[config.mk]
export PLATFORM = sky130hd
export DESIGN_NAME = multi_blinker
export DESIGN_NICKNAME = d
export VERILOG_FILES = /design/src/rtl/multi_blinker_pkg.sv /design/src/rtl/blink_channel.sv /design/src/rtl/multi_blinker.sv
export SDC_FILE = /design/constraint.sdc
export NUM_CORES = 1
export LEC_CHECK = 0
export CAP_MARGIN = 5
export CORE_MARGIN = 2
export CORE_UTILIZATION = 45
export DETAILED_ROUTE_END_ITERATION = 6
export PLACE_DENSITY = 0.8
export SYNTH_ARGS = -nofsm -noshare
export SYNTH_HDL_FRONTEND = slang
export SYNTH_SLANG_ARGS = --single-unit
[constraint.sdc]
create_clock -name clock -period 3.1 [get_ports clock]
set_clock_uncertainty 0.1 [all_clocks]
set_input_delay 0.31 -clock clock [delete_from_list [all_inputs] [get_ports clock]]
set_output_delay 0.31 -clock clock [all_outputs]
set_load 0.03 [all_outputs]
[src/rtl/multi_blinker_pkg.sv]
// Shared definitions for the multi-channel blinker: mode field width and mode encodings.
package multi_blinker_pkg;

    localparam int MODE_W = 2;

    typedef enum logic [MODE_W-1:0] {
        MODE_OFF    = 2'd0,
        MODE_ON     = 2'd1,
        MODE_BLINK  = 2'd2,
        MODE_STROBE = 2'd3
    } blinkMode_e;

endpackage

[src/rtl/blink_channel.sv]
// One blink channel: phase counter, registered mode copy and registered output.
// The channel only advances its phase on prescaler ticks shared from the top.
module blink_channel
    import multi_blinker_pkg::*;
#(
    parameter int CW = 4
) (
    input  logic              clock,
    input  logic              reset,
    input  logic              tick_i,
    input  logic              enable_i,
    input  logic [MODE_W-1:0] mode_i,
    input  logic [CW-1:0]     period_i,
    output logic              out_o
);

    blinkMode_e    modeReg_q, modeReg_d;
    blinkMode_e    modeNow;
    logic [CW-1:0] phaseCnt_q, phaseCnt_d;
    logic          out_q, out_d;
    logic [CW-1:0] lastPhase;
    logic          wrapHit;

    // Next-state logic: gating first, then mode-change clear, then per-mode behaviour.
    always_comb begin
        modeNow    = blinkMode_e'(mode_i);
        modeReg_d  = modeNow;
        phaseCnt_d = phaseCnt_q;
        out_d      = out_q;
        lastPhase  = (period_i == '0) ? '0 : (period_i - CW'(1));
        wrapHit    = (phaseCnt_q >= lastPhase);

        if (!enable_i) begin
            phaseCnt_d = '0;
            out_d      = 1'b0;
        end else if (modeNow != modeReg_q) begin
            phaseCnt_d = '0;
            out_d      = 1'b0;
        end else begin
            case (modeNow)
                MODE_OFF: begin
                    phaseCnt_d = '0;
                    out_d      = 1'b0;
                end
                MODE_ON: begin
                    phaseCnt_d = '0;
                    out_d      = 1'b1;
                end
                MODE_BLINK: begin
                    if (tick_i) begin
                        if (wrapHit) begin
                            phaseCnt_d = '0;
                            out_d      = ~out_q;
                        end else begin
                            phaseCnt_d = phaseCnt_q + CW'(1);
                        end
                    end
                end
                MODE_STROBE: begin
                    out_d = 1'b0;
                    if (tick_i) begin
                        if (wrapHit) begin
                            phaseCnt_d = '0;
                            out_d      = 1'b1;
                        end else begin
                            phaseCnt_d = phaseCnt_q + CW'(1);
                        end
                    end
                end
                default: begin
                    phaseCnt_d = '0;
                    out_d      = 1'b0;
                end
            endcase
        end
    end

    // State registers with synchronous reset back to OFF and zero phase.
    always_ff @(posedge clock) begin
        if (reset) begin
            modeReg_q  <= MODE_OFF;
            phaseCnt_q <= '0;
            out_q      <= 1'b0;
        end else begin
            modeReg_q  <= modeReg_d;
            phaseCnt_q <= phaseCnt_d;
            out_q      <= out_d;
        end
    end

    assign out_o = out_q;

endmodule

[src/rtl/multi_blinker.sv]
// N independent blink channels sharing one free-running prescaler tick.
module multi_blinker
    import multi_blinker_pkg::*;
#(
    parameter int N   = 4,
    parameter int DIV = 8,
    parameter int CW  = 4
) (
    input  logic                clock,
    input  logic                reset,
    input  logic [N-1:0]        switch,
    input  logic [MODE_W*N-1:0] mode,
    input  logic [CW*N-1:0]     period,
    output logic [N-1:0]        out
);

    localparam int            PW   = (DIV > 1) ? $clog2(DIV) : 1;
    localparam logic [PW-1:0] LAST = PW'(DIV - 1);

    logic [PW-1:0] prescaleCnt_q, prescaleCnt_d;
    logic          tick;

    // Prescaler wraps at DIV-1; with DIV=1 it sits at zero and tick stays high.
    always_comb begin
        tick          = (prescaleCnt_q == LAST);
        prescaleCnt_d = tick ? '0 : (prescaleCnt_q + PW'(1));
    end

    // Prescaler register, cleared by reset so every channel restarts in phase.
    always_ff @(posedge clock) begin
        if (reset) begin
            prescaleCnt_q <= '0;
        end else begin
            prescaleCnt_q <= prescaleCnt_d;
        end
    end

    for (genvar i = 0; i < N; i++) begin : gChannel
        blink_channel #(
            .CW(CW)
        ) uChannel (
            .clock    (clock),
            .reset    (reset),
            .tick_i   (tick),
            .enable_i (switch[i]),
            .mode_i   (mode[MODE_W*i +: MODE_W]),
            .period_i (period[CW*i +: CW]),
            .out_o    (out[i])
        );
    end

endmodule

Wires at chosen ports, followed through buffers:
The bar under the picture is 20 µm long.
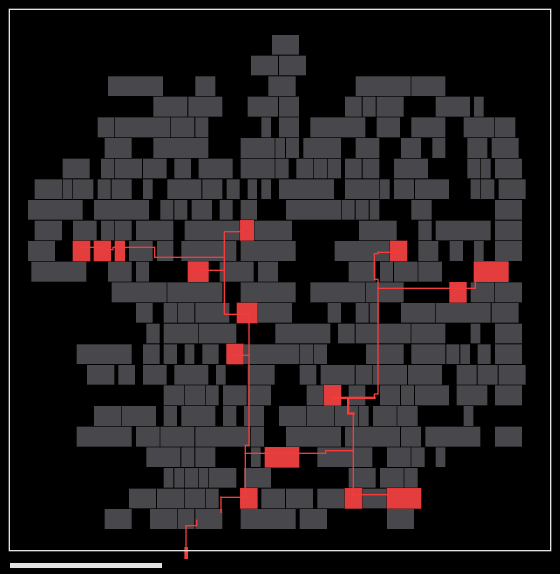
legend:
  red:
    port: reset
    bits: 1
    direction: input
    edge: south
    end_cells: 15
    buffers: 1
    wire: 157 µm
Port Buffer Count: 33
I/O pins: 34

Register map, names as in the netlist:
The bar under the picture is 20 µm long. Other sequential cells in the stronger grey, the rest of the logic in the fainter grey.
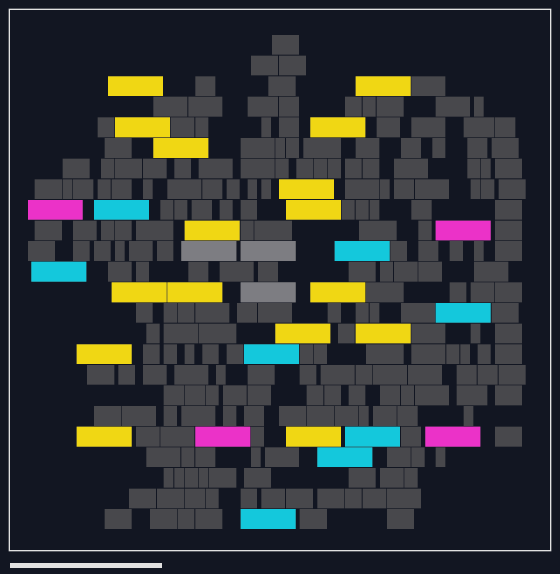
legend:
  magenta:
    name_in_the_netlist: gChannel.uChannel.out_o
    placed_flops: 4
  cyan:
    name_in_the_netlist: gChannel.uChannel.modeReg_q
    placed_flops: 8
  yellow:
    name_in_the_netlist: gChannel.uChannel.phaseCnt_q
    placed_flops: 16
not coloured: 3
Seq. pwr: 0.413 mW
fraction of area in registers: 0.251
fin util: 0.568

==> results_slide.txt <==
Synthesis and Place & Route Summary

Run status
  – Status: complete, no violations

Logic synthesis
  – Adders+Majority by Area: 0.135
  – Cell type with the largest total area: dfxtp_1
  – Synth cell count leaders: dfxtp_1 (31), ha_1 (22), a21oi_1 (21)
  – Ys cells: 222
  – Distinct lib cells: 30
  – Mapped Cells: roughly 220
  – Post-Syn Area per Cell: about 9.2 µm²
  – Post-synth tally of flip-flops with integrated enable: 0
  – Most common reg cell: dfxtp_1
  – Yosys chip area: roughly 2000 µm²
  – Register area share after synthesis: 0.305
  – Post-Synth XOR/XNOR Area: 0.0689
  – Cell Area, Synth: 2030 µm²
  – MUX area fraction: 0.0166

Clocking
  – Post-CTS Setup Inserts: 0
  – Root buf cell: clkbuf_8
  – Clock-pin slew on the worst setup and hold paths: 0.07 ns
  – H-Tree Depth: 2

Setup path
  – Worst-path maximum fanout: 4
  – Top Family by Delay on Critical Path: simple AND/OR/NAND/NOR gates
  – Worst EP required: 3.17 ns
  – Worst setup SP type: primary input
  – Critical path endpoint category: register
  – Crit path kind: in -> reg
  – Termination of the worst setup path: gChannel[1].uChannel.phaseCnt_q[2]

Pwr
  – Pwr dens: roughly 360 nW/µm²
  – Top power group: sequential cells
  – Total clock network power: approximately 0.32 mW
  – NetSw: ~0.22 mW
  – Total Power: a little under 0.9 mW

Layout
  – Most instantiated logic cells after routing: clkdlybuf4s50_1 (33), dfxtp_1 (31), ha_1 (22), a21oi_1 (21), nand3_1 (14)
  – Area growth, synth to finish: 21.6%
  – Buffer share of cell area: 0.137
  – # fillers: ~390
  – Layout cells sized above 1: 0.125
  – Flops: 31
  – Reg area: between 600 and 700 µm²
  – Inverters: 8

Global route
  – Largest net degree at the start of global routing: 17
  – Total GRT Usage: 0.145
  – Initial antenna violation count: 0
  – GR Util met1: 0.170
  – GR Overflow Total: 0

Run
  – Max cap viols: 0
  – Log Warnings: 26

Route
  – ANT nets after route: 0
  – Metal2 WL: 1700 µm
  – 1st-iter DRT viols: approximately 60
  – DRC viols: 0
  – Routed WL per cell: approximately 11 µm
  – Metal-1 WL: about 1600 µm

Timing
  – Period utilization: 0.709
  – Fin Hold WS: between 0.3 and 0.4 ns
  – Final setup margin: 0.901 ns
  – RSZ-0062 raised after global routing: no

Placement
  – Dpl ws: approximately 0.61 ns
  – Placed Cells: around 300
  – Cell Area, Placed: roughly 2400 µm²

Floorplan
  – Fp_density: 0.467
  – Well tap count: around 52
  – Core area: 4350 µm²

Min path
  – Hold EP: prescaleCnt_q[0]
  – WHS Path Cells: 1
  – Hold Crit Start: prescaleCnt_q[0]
Power and IR drop assume default switching activity.
